Figure 1. PDN straps and rails.
Drawn at 4 px/um. Pins as bars on the die edge. Tap cells in grey.
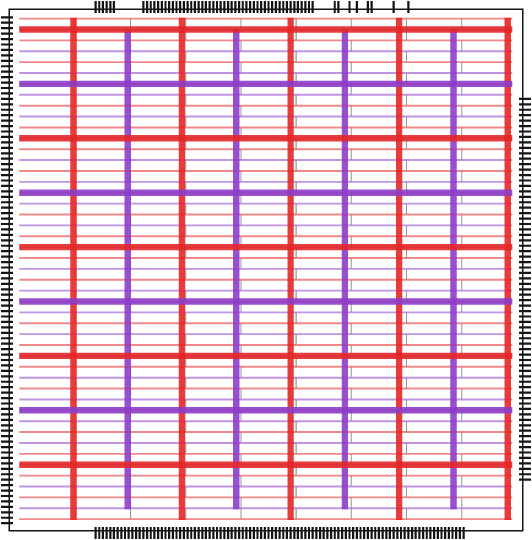
Figure 2. Placed cells, one colour a class.
Drawn at 4 px/um. Fill, decap, tap and diode cells in grey.
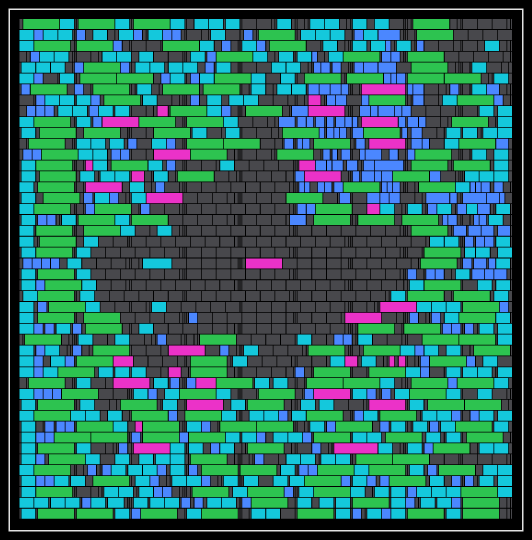
Figure 3. Clock wires, drivers and flops.
Drawn at 3 px/um.
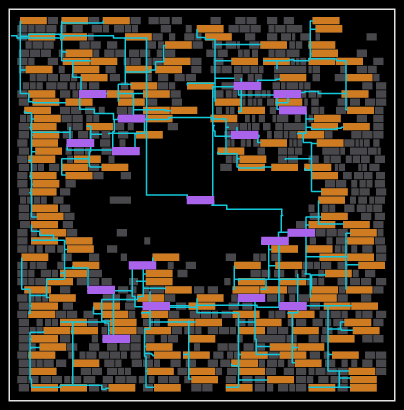
File: config.mk
export PLATFORM = sky130hd
export DESIGN_NAME = id_ex_hazard_stage
export DESIGN_NICKNAME = d
export VERILOG_FILES = /design/src/rtl/id_ex_hazard_stage.sv
export SDC_FILE = /design/constraint.sdc
export NUM_CORES = 1
export LEC_CHECK = 0
export CORE_AREA = 2 2 126 128
export CTS_CLUSTER_DIAMETER = 200
export DETAILED_ROUTE_END_ITERATION = 8
export DIE_AREA = 0 0 128 130
export MAX_ROUTING_LAYER = met4
export PLACE_DENSITY = 0.85
export SKIP_CTS_REPAIR_TIMING = 1
export SLEW_MARGIN = 15
export SYNTH_ARGS = -nofsm -noshare
export SYNTH_HDL_FRONTEND = slang
export SYNTH_SLANG_ARGS = --single-unit
File: constraint.sdc
create_clock -name clk -period 4.2 [get_ports clk]
set_input_delay 0.42 -clock clk [delete_from_list [all_inputs] [get_ports clk]]
set_output_delay 0.42 -clock clk [all_outputs]
set_load 0.01 [all_outputs]
File: src/rtl/id_ex_hazard_stage.sv
// ID/EX pipeline register with load-use hazard detection.
// Ports: ID bundle in, EX bundle out, flush/cnt_clr in, stall_ID and stall_cnt out.
module id_ex_hazard_stage #(
  parameter int XLEN              = 32,
  parameter int LOAD_STALL_CYCLES = 1,
  parameter int CNT_W             = 16
) (
  input  logic            clk,
  input  logic            rst_n,
  input  logic            valid_ID,
  input  logic [4:0]      rs1_ID,
  input  logic [4:0]      rs2_ID,
  input  logic [4:0]      rd_ID,
  input  logic [XLEN-1:0] rs1_data_ID,
  input  logic [XLEN-1:0] rs2_data_ID,
  input  logic [XLEN-1:0] imm_ID,
  input  logic [XLEN-1:0] pc_ID,
  input  logic            reg_WB_ID,
  input  logic            WB_sel_ID,
  input  logic            mem_wr_ID,
  input  logic            branch_ID,
  input  logic            alu_src_ID,
  input  logic [3:0]      alu_op_ID,
  input  logic            flush,
  input  logic            cnt_clr,
  output logic            valid_EX,
  output logic [4:0]      rs1_EX,
  output logic [4:0]      rs2_EX,
  output logic [4:0]      rd_EX,
  output logic [XLEN-1:0] rs1_data_EX,
  output logic [XLEN-1:0] rs2_data_EX,
  output logic [XLEN-1:0] imm_EX,
  output logic [XLEN-1:0] pc_EX,
  output logic            reg_WB_EX,
  output logic            WB_sel_EX,
  output logic            mem_wr_EX,
  output logic            branch_EX,
  output logic            alu_src_EX,
  output logic [3:0]      alu_op_EX,
  output logic            stall_ID,
  output logic [CNT_W-1:0] stall_cnt
);

  typedef struct packed {
    logic            valid;
    logic [4:0]      rs1;
    logic [4:0]      rs2;
    logic [4:0]      rd;
    logic [XLEN-1:0] rs1_data;
    logic [XLEN-1:0] rs2_data;
    logic [XLEN-1:0] imm;
    logic [XLEN-1:0] pc;
    logic            reg_wb;
    logic            wb_sel;
    logic            mem_wr;
    logic            branch;
    logic            alu_src;
    logic [3:0]      alu_op;
  } id_ex_t;

  typedef enum logic {RUN, STALL} state_t;

  state_t     state_q, state_d;
  logic [1:0] rem_q, rem_d;
  id_ex_t     ex_q, ex_d, id_b;
  logic       hazard;
  logic       do_flush, do_hold, do_haz;

  assign id_b = '{
    valid:    valid_ID,
    rs1:      rs1_ID,
    rs2:      rs2_ID,
    rd:       rd_ID,
    rs1_data: rs1_data_ID,
    rs2_data: rs2_data_ID,
    imm:      imm_ID,
    pc:       pc_ID,
    reg_wb:   reg_WB_ID,
    wb_sel:   WB_sel_ID,
    mem_wr:   mem_wr_ID,
    branch:   branch_ID,
    alu_src:  alu_src_ID,
    alu_op:   alu_op_ID
  };

  // Load in EX whose destination is read by ID; x0 never counts.
  assign hazard = (state_q == RUN) && valid_ID
                && ex_q.valid && ex_q.wb_sel && ex_q.reg_wb
                && (ex_q.rd != 5'd0)
                && ((ex_q.rd == rs1_ID) || (ex_q.rd == rs2_ID));

  // Mutually exclusive branch conditions; flush dominates.
  assign do_flush = flush;
  assign do_hold  = !flush && (state_q == STALL);
  assign do_haz   = !flush && hazard;

  always_comb begin
    state_d  = state_q;
    rem_d    = rem_q;
    ex_d     = id_b;
    stall_ID = 1'b0;
    unique case (1'b1)
      do_flush: begin
        ex_d    = '0;
        state_d = RUN;
        rem_d   = 2'd0;
      end
      do_hold: begin
        stall_ID = 1'b1;
        ex_d     = '0;
        rem_d    = rem_q - 2'd1;
        if (rem_q <= 2'd1) begin
          state_d = RUN;
          rem_d   = 2'd0;
        end
      end
      do_haz: begin
        stall_ID = 1'b1;
        ex_d     = '0;
        if (LOAD_STALL_CYCLES > 1) begin
          state_d = STALL;
          rem_d   = 2'(LOAD_STALL_CYCLES - 1);
        end
      end
      default: ;
    endcase
  end

  always_ff @(posedge clk or negedge rst_n) begin
    if (!rst_n) begin
      state_q <= RUN;
      rem_q   <= 2'd0;
      ex_q    <= '0;
    end else begin
      state_q <= state_d;
      rem_q   <= rem_d;
      ex_q    <= ex_d;
    end
  end

  always_ff @(posedge clk or negedge rst_n) begin
    if (!rst_n) begin
      stall_cnt <= '0;
    end else if (cnt_clr) begin
      stall_cnt <= '0;
    end else if (stall_ID && !(&stall_cnt)) begin
      stall_cnt <= stall_cnt + 1'b1;
    end
  end

  assign valid_EX    = ex_q.valid;
  assign rs1_EX      = ex_q.rs1;
  assign rs2_EX      = ex_q.rs2;
  assign rd_EX       = ex_q.rd;
  assign rs1_data_EX = ex_q.rs1_data;
  assign rs2_data_EX = ex_q.rs2_data;
  assign imm_EX      = ex_q.imm;
  assign pc_EX       = ex_q.pc;
  assign reg_WB_EX   = ex_q.reg_wb;
  assign WB_sel_EX   = ex_q.wb_sel;
  assign mem_wr_EX   = ex_q.mem_wr;
  assign branch_EX   = ex_q.branch;
  assign alu_src_EX  = ex_q.alu_src;
  assign alu_op_EX   = ex_q.alu_op;

endmodule

==> out/summary.txt <==
Die W: 128 um
DP HPWL: 12400 um
critical path launch point type: flop
worst-path maximum fanout: 4
status: completed
Root Buffer: clkbuf_16
crit path DAT: 2.23 ns
Pleak: 4.28 nW
GR Overflow Total: 0
Hold Fails Final Rpt: 0
first-pass GRT wire length: 25200 um
gate count after technology mapping: 451
Syn Nets: 609
setup_tns: 0 ns
worst slack, placed: 1.58 ns
crit-path cells: xnor2_1 > nand3_1 > o22ai_1 > nand2_1 > nor2_1 > clkdlybuf4s50_1
CTS tree: yes
vias per cell: 4.63
worst hold path type: primary input to asynchronous set/reset pin
most frequent cells in the layout: clkdlybuf4s50_1 (325), dfrtp_1 (169), and2_1 (153)
Stages on worst setup path: 6
minimum clock period: 2.65 ns
CTS Buffer Depth: 2
Worst Setup SP: rd_EX[1]
Initial DRC Count: 225
Avg WL per Cell: 17.0 um
endpoints failing setup: 0
slew margin rel.: 47.8%
RSZ-0062 raised after global routing: no
critical path required time: 3.78 ns
top cells, area: dfrtp_1 (70%), and2_1 (16%), xnor2_1 (1.5%)
non-filler cells, final: 983
cell type with the largest total area: dfrtp_1
setup ws final: 1.55 ns
Placed Area: 9450 um^2
Slew @ Worst Pin: 0.783 ns
hold slack final: 0.0280 ns
Worst R2R Path Depth: 5
Inserted Diodes: 0
Yosys Instances: 451
area delta synth->final: 67.2%
CP Class: flop to output pin
Most common reg cell: dfrtp_1
MaxCap Viol Count: 0
Clock Latency Late Sink: 0.42 ns
Async S/R FF share, synth: 100%
end of the worst register-to-register path: stall_cnt[9]
Worst setup EP type: output pin
Placer Congestion: 0.839
I/O Buffers: 326
Cell Type Count: 34
area share, top type: 70.4%
fin crit share: 63.1%
CTS Sinks: 169
Total GRT Usage: 21.0%
vias in the first global route: 4744
layout cells sized above 1: 5.82%
post-synth design cell area: 6010 um^2
Core Util at FP: 38.9%
CP delay by family, top: buffers and inverters
Pwr Total: 0.00376 W
Avg Synthesized Cell Area: 13.3 um^2
Total Wirelength: 16700 um
initial antenna violation count: 0
r2r setup slk: 2.00 ns
Crit-path slowest cell: clkdlybuf4s50_1
sequential cell area fraction in the yosys report: 70.4%
P per Cell Area: 374 nW/um^2
FF-to-FF Start: rd_EX[1]
residual DRC count: 0
die area: 16600 um^2
TritonCTS Buffers: 17
Top cell excl fill/tap: clkdlybuf4s50_1
Max stage delay on crit path: 0.55 ns
flip-flops with a built-in enable: 0
H-tree level count: 4
DR pass1 iterations: 5
Via Count: 4547
YS chip area: 6010 um^2
Max Freq: 378 MHz
critical path endpoint: stall_ID
Cells after DPL: 951
final clock skew: 0.00969 ns
Synth warnings: 0
top-level I/O count: 327
Worst Path Buf+Inv: 1
-- Figure 1 (at the start) --
[red] VSS
[purple] VDD
signal pins: 327
tap cells: 192
met1 rails: 47
met4 straps: 9
VDD IR-drop max: 244 uV
Die Y-Extent: 130 um
core footprint: 15400 um^2

-- Figure 2 (at the start) --
[green] flip-flops | cells: 169
[magenta] clock drivers and dummy loads | cells: 32
[cyan] other buffers and delay cells | cells: 329
[blue] all other logic | cells: 261
final std cell area, no fill: 10000 um^2
Layout Utilization: 65.1%
row count: 46
flop share of the area: 42.1%

-- Figure 3 (at the start) --
[cyan] clock wires | length: 1820 um
[purple] cells driving clock nets | count: 17
[orange] flip-flops | count: 169
routed clock nets: 18
flops lie: widely spread

-- cell usage after synthesis (all sizes together) (2+ instances only) --
| cell type | count |
|---|---|
| a21oi | 12 |
| and2 | 153 |
| buf | 3 |
| clkbuf | 18 |
| dfrtp | 169 |
| mux2 | 5 |
| nand2 | 9 |
| nand2b | 2 |
| nand3 | 9 |
| nand4 | 5 |
| nand4b | 2 |
| nor2 | 12 |
| nor2b | 5 |
| nor3 | 6 |
| o31ai | 9 |
| or3 | 2 |
| or4 | 11 |
| xnor2 | 10 |
-- sequential cells by signal, indices dropped and copies added (netlist names), 5 cells and up --
signal       count
rs2_data_EX     32
stall_cnt       16
rs1_data_EX     32
rd_EX            5
imm_EX          32
rs1_EX           5
pc_EX           32
rs2_EX           5
-- cells by family (layout without fill, tap and decap cells) --
kind of cell,count (synthesis),count (layout),synth area share [%]
simple gates,219,219,22.3
flops,169,169,70.4
compound gates,24,24,2.71
buf+inv,22,362,1.79
xor+xnor,10,10,1.46
mux,6,6,1.17
fa+ha+maj,1,1,0.208
-- final cells by class --
type / instances / area (um^2)
flip-flops and latches: 169 / 4230
multi-input cells: 260 / 1680
well taps: 192 / 240
inverters: 1 / 3.75
clock buffers: 20 / 457
fillers: 1135 / 5380
clock inverters: 12 / 138
repair buffers: 329 / 3300
-- where the power goes --
| part | internal (W) | switching (W) | total (W) |
|---|---|---|---|
| registers | 0.00170 | 0.0000248 | 0.00173 |
| clock network | 0.000917 | 0.000637 | 0.00155 |
| logic | 0.000299 | 0.000177 | 0.000476 |
| total | 0.00292 | 0.000839 | 0.00376 |
-- metal layers --
layer | wire length, um | vias up | track usage [%]
met3 | 1580 | 28 | 8.86
met5 | 0 | - | -
met2 | 8710 | 224 | 35.2
met1 | 6100 | 2182 | 22.4
met4 | 333 | 0 | 8.08
li1 | - | 2113 | -
No activity file was given, so power comes from the tool's default toggle rates.
